[config.mk]
export PLATFORM = sky130hd
export DESIGN_NAME = keypad_scanner
export DESIGN_NICKNAME = d
export VERILOG_FILES = /design/src/rtl/keypad_scanner.sv
export SDC_FILE = /design/constraint.sdc
export NUM_CORES = 1
export LEC_CHECK = 0
export CAP_MARGIN = 0
export CORE_ASPECT_RATIO = 2
export CORE_UTILIZATION = 28
export DETAILED_ROUTE_END_ITERATION = 6
export HOLD_SLACK_MARGIN = 0.12
export PLACE_DENSITY = 0.43
export SYNTH_ARGS = -nofsm -noshare
export SYNTH_HDL_FRONTEND = slang
export SYNTH_SLANG_ARGS = --single-unit
[constraint.sdc]
create_clock -name clk -period 5.35 [get_ports clk]
set_clock_uncertainty 0.2 [all_clocks]
set_input_delay 0.535 -clock clk [delete_from_list [all_inputs] [get_ports clk]]
set_output_delay 0.535 -clock clk [all_outputs]
set_load 0.05 [all_outputs]
[src/rtl/keypad_scanner.sv]
// Keypad scanner: walks the 4x4 matrix rows, samples columns, and debounces over full scans.
// Define KEYPAD_RELEASE_EN to build the key_rel release pulse; otherwise key_rel is tied 0.
module keypad_scanner #(
  parameter int SCAN_DIV       = 1000,
  parameter int SETTLE         = 3,
  parameter int DEBOUNCE_SCANS = 4
) (
  input  logic       clk,
  input  logic       rst_n,
  input  logic [3:0] col_n,
  output logic [3:0] row_n,
  output logic [3:0] key_code,
  output logic       key_valid,
  output logic       key_held,
  output logic       key_rel
);

  localparam int DIV_W = $clog2(SCAN_DIV);
  localparam int CNT_W = $clog2(DEBOUNCE_SCANS + 1);
  localparam logic [DIV_W-1:0] DIV_LAST = DIV_W'(SCAN_DIV - 1);
  localparam logic [DIV_W-1:0] DIV_SMPL = DIV_W'(SETTLE);
  localparam logic [CNT_W-1:0] CNT_MAX  = CNT_W'(DEBOUNCE_SCANS);

  logic [3:0]       colMeta_q, colSync_q;
  logic [DIV_W-1:0] div_q, div_d;
  logic [1:0]       idx_q, idx_d;
  logic             hit_q, hit_d;
  logic [3:0]       hitCode_q, hitCode_d;
  logic [4:0]       prev_q, prev_d;
  logic [CNT_W-1:0] cnt_q, cnt_d;
  logic [4:0]       deb_q, deb_d;
  logic [3:0]       keyCode_q, keyCode_d;
  logic             keyValid_q, keyValid_d;
  logic             keyHeld_q, keyHeld_d;
`ifdef KEYPAD_RELEASE_EN
  logic             keyRel_q, keyRel_d;
`endif

  logic       slotEnd, scanEnd, sampleHit;
  logic [3:0] sampleCode;
  logic [4:0] result;

  function automatic logic [1:0] lowestZero(input logic [3:0] cols);
    logic [1:0] col;
    col = 2'd0;
    casez (cols)
      4'b???0: col = 2'd0;
      4'b??01: col = 2'd1;
      4'b?011: col = 2'd2;
      default: col = 2'd3;
    endcase
    return col;
  endfunction

  function automatic logic [3:0] mapCode(input logic [1:0] row, input logic [1:0] col);
    logic [3:0] code;
    code = 4'h0;
    case ({row, col})
      4'h0: code = 4'h1;
      4'h1: code = 4'h2;
      4'h2: code = 4'h3;
      4'h3: code = 4'hA;
      4'h4: code = 4'h4;
      4'h5: code = 4'h5;
      4'h6: code = 4'h6;
      4'h7: code = 4'hB;
      4'h8: code = 4'h7;
      4'h9: code = 4'h8;
      4'hA: code = 4'h9;
      4'hB: code = 4'hC;
      4'hC: code = 4'hE;
      4'hD: code = 4'h0;
      4'hE: code = 4'hF;
      default: code = 4'hD;
    endcase
    return code;
  endfunction

  // Column inputs are asynchronous to clk; idle (all high) out of reset.
  always_ff @(posedge clk or negedge rst_n) begin
    if (!rst_n) begin
      colMeta_q <= 4'hF;
      colSync_q <= 4'hF;
    end else begin
      colMeta_q <= col_n;
      colSync_q <= colMeta_q;
    end
  end

  always_ff @(posedge clk or negedge rst_n) begin
    if (!rst_n) begin
      div_q      <= '0;
      idx_q      <= 2'd0;
      hit_q      <= 1'b0;
      hitCode_q  <= 4'h0;
      prev_q     <= 5'd0;
      cnt_q      <= '0;
      deb_q      <= 5'd0;
      keyCode_q  <= 4'h0;
      keyValid_q <= 1'b0;
      keyHeld_q  <= 1'b0;
    end else begin
      div_q      <= div_d;
      idx_q      <= idx_d;
      hit_q      <= hit_d;
      hitCode_q  <= hitCode_d;
      prev_q     <= prev_d;
      cnt_q      <= cnt_d;
      deb_q      <= deb_d;
      keyCode_q  <= keyCode_d;
      keyValid_q <= keyValid_d;
      keyHeld_q  <= keyHeld_d;
    end
  end

`ifdef KEYPAD_RELEASE_EN
  always_ff @(posedge clk or negedge rst_n) begin
    if (!rst_n) begin
      keyRel_q <= 1'b0;
    end else begin
      keyRel_q <= keyRel_d;
    end
  end
`endif

  assign slotEnd    = (div_q == DIV_LAST);
  assign scanEnd    = slotEnd && (idx_q == 2'd3);
  assign sampleHit  = (div_q == DIV_SMPL) && !hit_q && (colSync_q != 4'hF);
  assign sampleCode = mapCode(idx_q, lowestZero(colSync_q));
  // A sample landing on the final cycle of the scan still counts toward this scan's result.
  assign result     = sampleHit ? {1'b1, sampleCode} : {hit_q, hitCode_q};

  always_comb begin
    div_d      = slotEnd ? '0 : div_q + DIV_W'(1);
    idx_d      = slotEnd ? idx_q + 2'd1 : idx_q;
    hit_d      = hit_q;
    hitCode_d  = hitCode_q;
    prev_d     = prev_q;
    cnt_d      = cnt_q;
    deb_d      = deb_q;
    keyCode_d  = keyCode_q;
    keyValid_d = 1'b0;
    keyHeld_d  = keyHeld_q;
`ifdef KEYPAD_RELEASE_EN
    keyRel_d   = 1'b0;
`endif

    if (sampleHit) begin
      hit_d     = 1'b1;
      hitCode_d = sampleCode;
    end

    if (scanEnd) begin
      hit_d     = 1'b0;
      hitCode_d = 4'h0;
      prev_d    = result;
      if (result == prev_q) begin
        cnt_d = (cnt_q == CNT_MAX) ? cnt_q : cnt_q + CNT_W'(1);
      end else begin
        cnt_d = CNT_W'(1);
      end

      if ((cnt_d == CNT_MAX) && (result != deb_q)) begin
        deb_d = result;
        if (result[4]) begin
          keyCode_d  = result[3:0];
          keyValid_d = 1'b1;
          keyHeld_d  = 1'b1;
        end else begin
          keyHeld_d  = 1'b0;
        end
`ifdef KEYPAD_RELEASE_EN
        keyRel_d = deb_q[4];
`endif
      end
    end
  end

  assign row_n     = ~(4'b0001 << idx_q);
  assign key_code  = keyCode_q;
  assign key_valid = keyValid_q;
  assign key_held  = keyHeld_q;
`ifdef KEYPAD_RELEASE_EN
  assign key_rel   = keyRel_q;
`else
  assign key_rel   = 1'b0;
`endif

endmodule
Fig. 1: signal wires on met1
Scale bar: 20 um. Supply wires on this layer in grey.
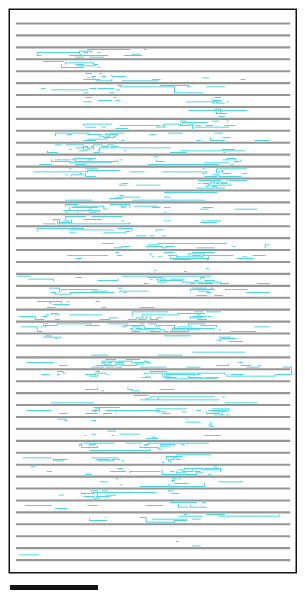
nets with wire on the layer = 215
wire length on this layer = 1830 um
share of all routed wire = 39%
longest straight run = 20.2 um

Fig. 2: signal wires on met2
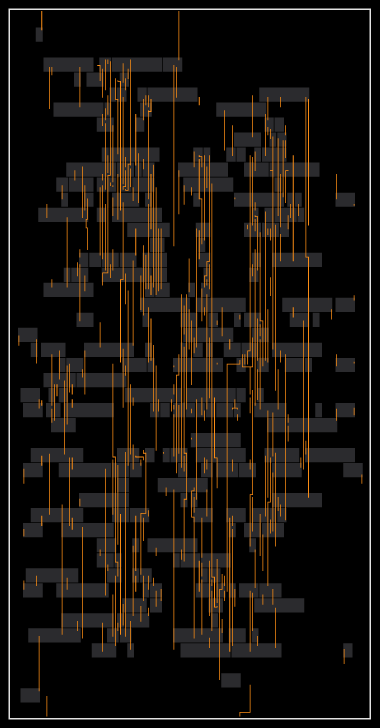
share of all routed wire = 55%
longest straight run = 71.2 um

Fig. 3: metal 3
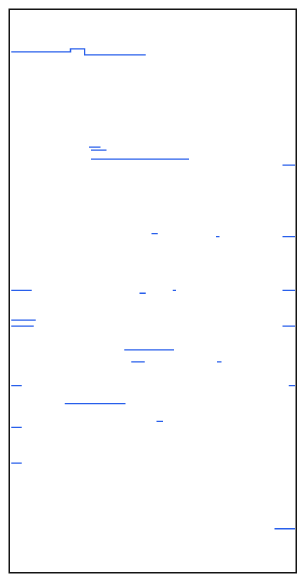
main direction = horizontal
wire length on this layer = 128 um
longest straight run = 22.1 um

==> state kept, by name (all words and copies together), names as in the netlist <==
name       flops
div_q         10
deb_q          5
prev_q         5
colMeta_q      4
colSync_q      4
hitCode_q      4
key_code       4
cnt_q          3
idx_q          2
hit_q          1
key_valid      1
==> power breakdown <==
part / total (W) / internal (W) / switching [W]
sequential: 0.000335 / 0.000332 / 0.00000318
clock: 0.000322 / 0.000199 / 0.000123
combinational: 0.0000293 / 0.0000110 / 0.0000183
total: 0.000687 / 0.000542 / 0.000144
==> per-layer routing <==
layer | global-route usage (%) | vias to the layer above
met5 | 0 | -
met4 | 7.67 | 0
met3 | 2.94 | 11
met2 | 23.2 | 28
met1 | 12.8 | 762
li1 | - | 779
==> kinds of logic after synthesis <==
logic type,Yosys count,synth area share (%)
simple gates,78,19.8
buf+inv,22,3.87
xor+xnor,16,6.29
flops,43,48.7
mux,12,6.00
fa+ha+maj,10,5.61
other cells,1,0.168
compound gates,35,9.54
==> worst paths after layout <==
kind	endpoint	cells after the start	start	slack, ns
max in group asynchronous	key_code[0]$_DFFE_PN0P_	1	rst_n	4.12
min in group asynchronous	deb_q[3]$_DFFE_PN0P_	1	rst_n	0.20
worst min register to register	colSync_q[0]$_DFF_PN1_	0	colMeta_q[0]$_DFF_PN1_	0.15
worst min-delay path	colSync_q[0]$_DFF_PN1_	0	colMeta_q[0]$_DFF_PN1_	0.15
worst max-delay path	deb_q[4]$_DFFE_PN0P_	9	div_q[0]$_DFF_PN0_	1.41
worst max register to register	deb_q[4]$_DFFE_PN0P_	9	div_q[0]$_DFF_PN0_	1.41
==> through the flow <==
stage / utilization, % / cells / cell area (sq um) / hold WS, ns / total power, W
floorplan: - / 217 / 2230 / 0.0394 / 0.000357
finish: 34.5 / 330 / 2640 / 0.154 / 0.000687
global placement: 32.5 / 322 / 2490 / 0.147 / 0.000372
detailed placement: 32.5 / 322 / 2490 / 0.148 / 0.000372
CTS: 34.5 / 330 / 2640 / 0.156 / 0.000701
global route: 34.5 / 330 / 2640 / 0.157 / 0.000717
==> synth_stat cells (all sizes together) <==
library cell	number	share of area (%)
or3b	1	0.39
and2	2	0.56
a32oi	1	0.39
a2111oi	1	0.39
a32o	1	0.45
a31oi	2	0.56
xnor2	8	3.1
a31o	1	0.39
or4	5	2.0
and4	1	0.39
and3	2	0.56
dfrtp	35	39
nand2b	3	0.84
nor3	4	1.4
dfstp	8	9.4
nor2b	2	0.56
o2111a	1	0.51
a21oi	12	2.7
clkbuf	5	0.84
nor4	2	1.2
a311oi	1	0.39
mux2	5	2.9
xor2	8	3.1
or2	2	0.67
nand3	8	2.4
mux2i	7	3.1
ha	10	5.6
inv	16	2.7
or3	6	1.7
nor2	21	3.5
o21ai	13	2.9
buf	1	0.34
nor3b	1	0.34
nand2	17	2.9
o21a	1	0.39
a21bo	1	0.45
conb	1	0.17
nand4b	1	0.39
==> area by class of cell <==
class                           count  area share (%)
Clock buffer                        8            5.92
Inverter                           16            2.27
Multi-Input combinational cell    152            40.2
Sequential cell                    43            41.1
Tap cell                           94            4.45
Timing Repair Buffer               17            6.06
==> results.yml <==
# implementation run metrics
floorplanning:
  boundaryPins: 17
  fp_util_pct: 29.1
  fp.coreArea_sq_mm: 0.00766
  rows: 45
cts:
  cts-buffers-inserted: 5
  h-tree-depth: 2
  clockBufferDepth: 2
  clkTransAtPathRegs_ns: 0.06
  cts_resized: 0
  post_cts_buffers: 0
  insertion_delay_ns: 0.28
run_status:
  status: "completed"
global_route:
  grt_overflow: 0
  grt_max_degree: 44
  grt_pass1_vias: 1551
  grt_antenna_before_repair: 0
sta:
  fmax_mhz: 254
  slew_viol_final: 0
  hold_viol: 0
  rsz0062_at_grt: "false"
  setup-violations-final: 0
  tns_ns: 0
  worst_slack_ns: 1.41
  period_minus_slack_ns: 3.94
worst_setup_path:
  cp.required_ns: 5.32
  start_kind: "flip-flop"
  critical_path_class: "reg -> reg"
  cp-end-kind: "flip-flop"
placement:
  gp_congestion: 0.764
  pre_cts_ws_ns: 1.41
drt:
  met3_length_um: 128
  wl_per_cell_um: 14.3
  vias_per_cell: 4.79
  totalWireLength_um: 4730
  drc: 0
  wl_met1_um: 1830
logic_synthesis:
  ys_types: 46
  synthCells: 217
  numSynthFlops: 43
  syn_area_sq_mm: 0.00223
layout:
  layout_top_cell: "dfrtp_1"
  fin_nets: 251
  drive_gt1_share_pct: 13.6
power:
  irDropWorstVdd_mv: 0.183
min_path:
  hold_class: "reg -> reg"
run:
  warning_count: 32
  drv_cap: 0
Power figures rest on the tool's default switching activity, not on a simulated workload.
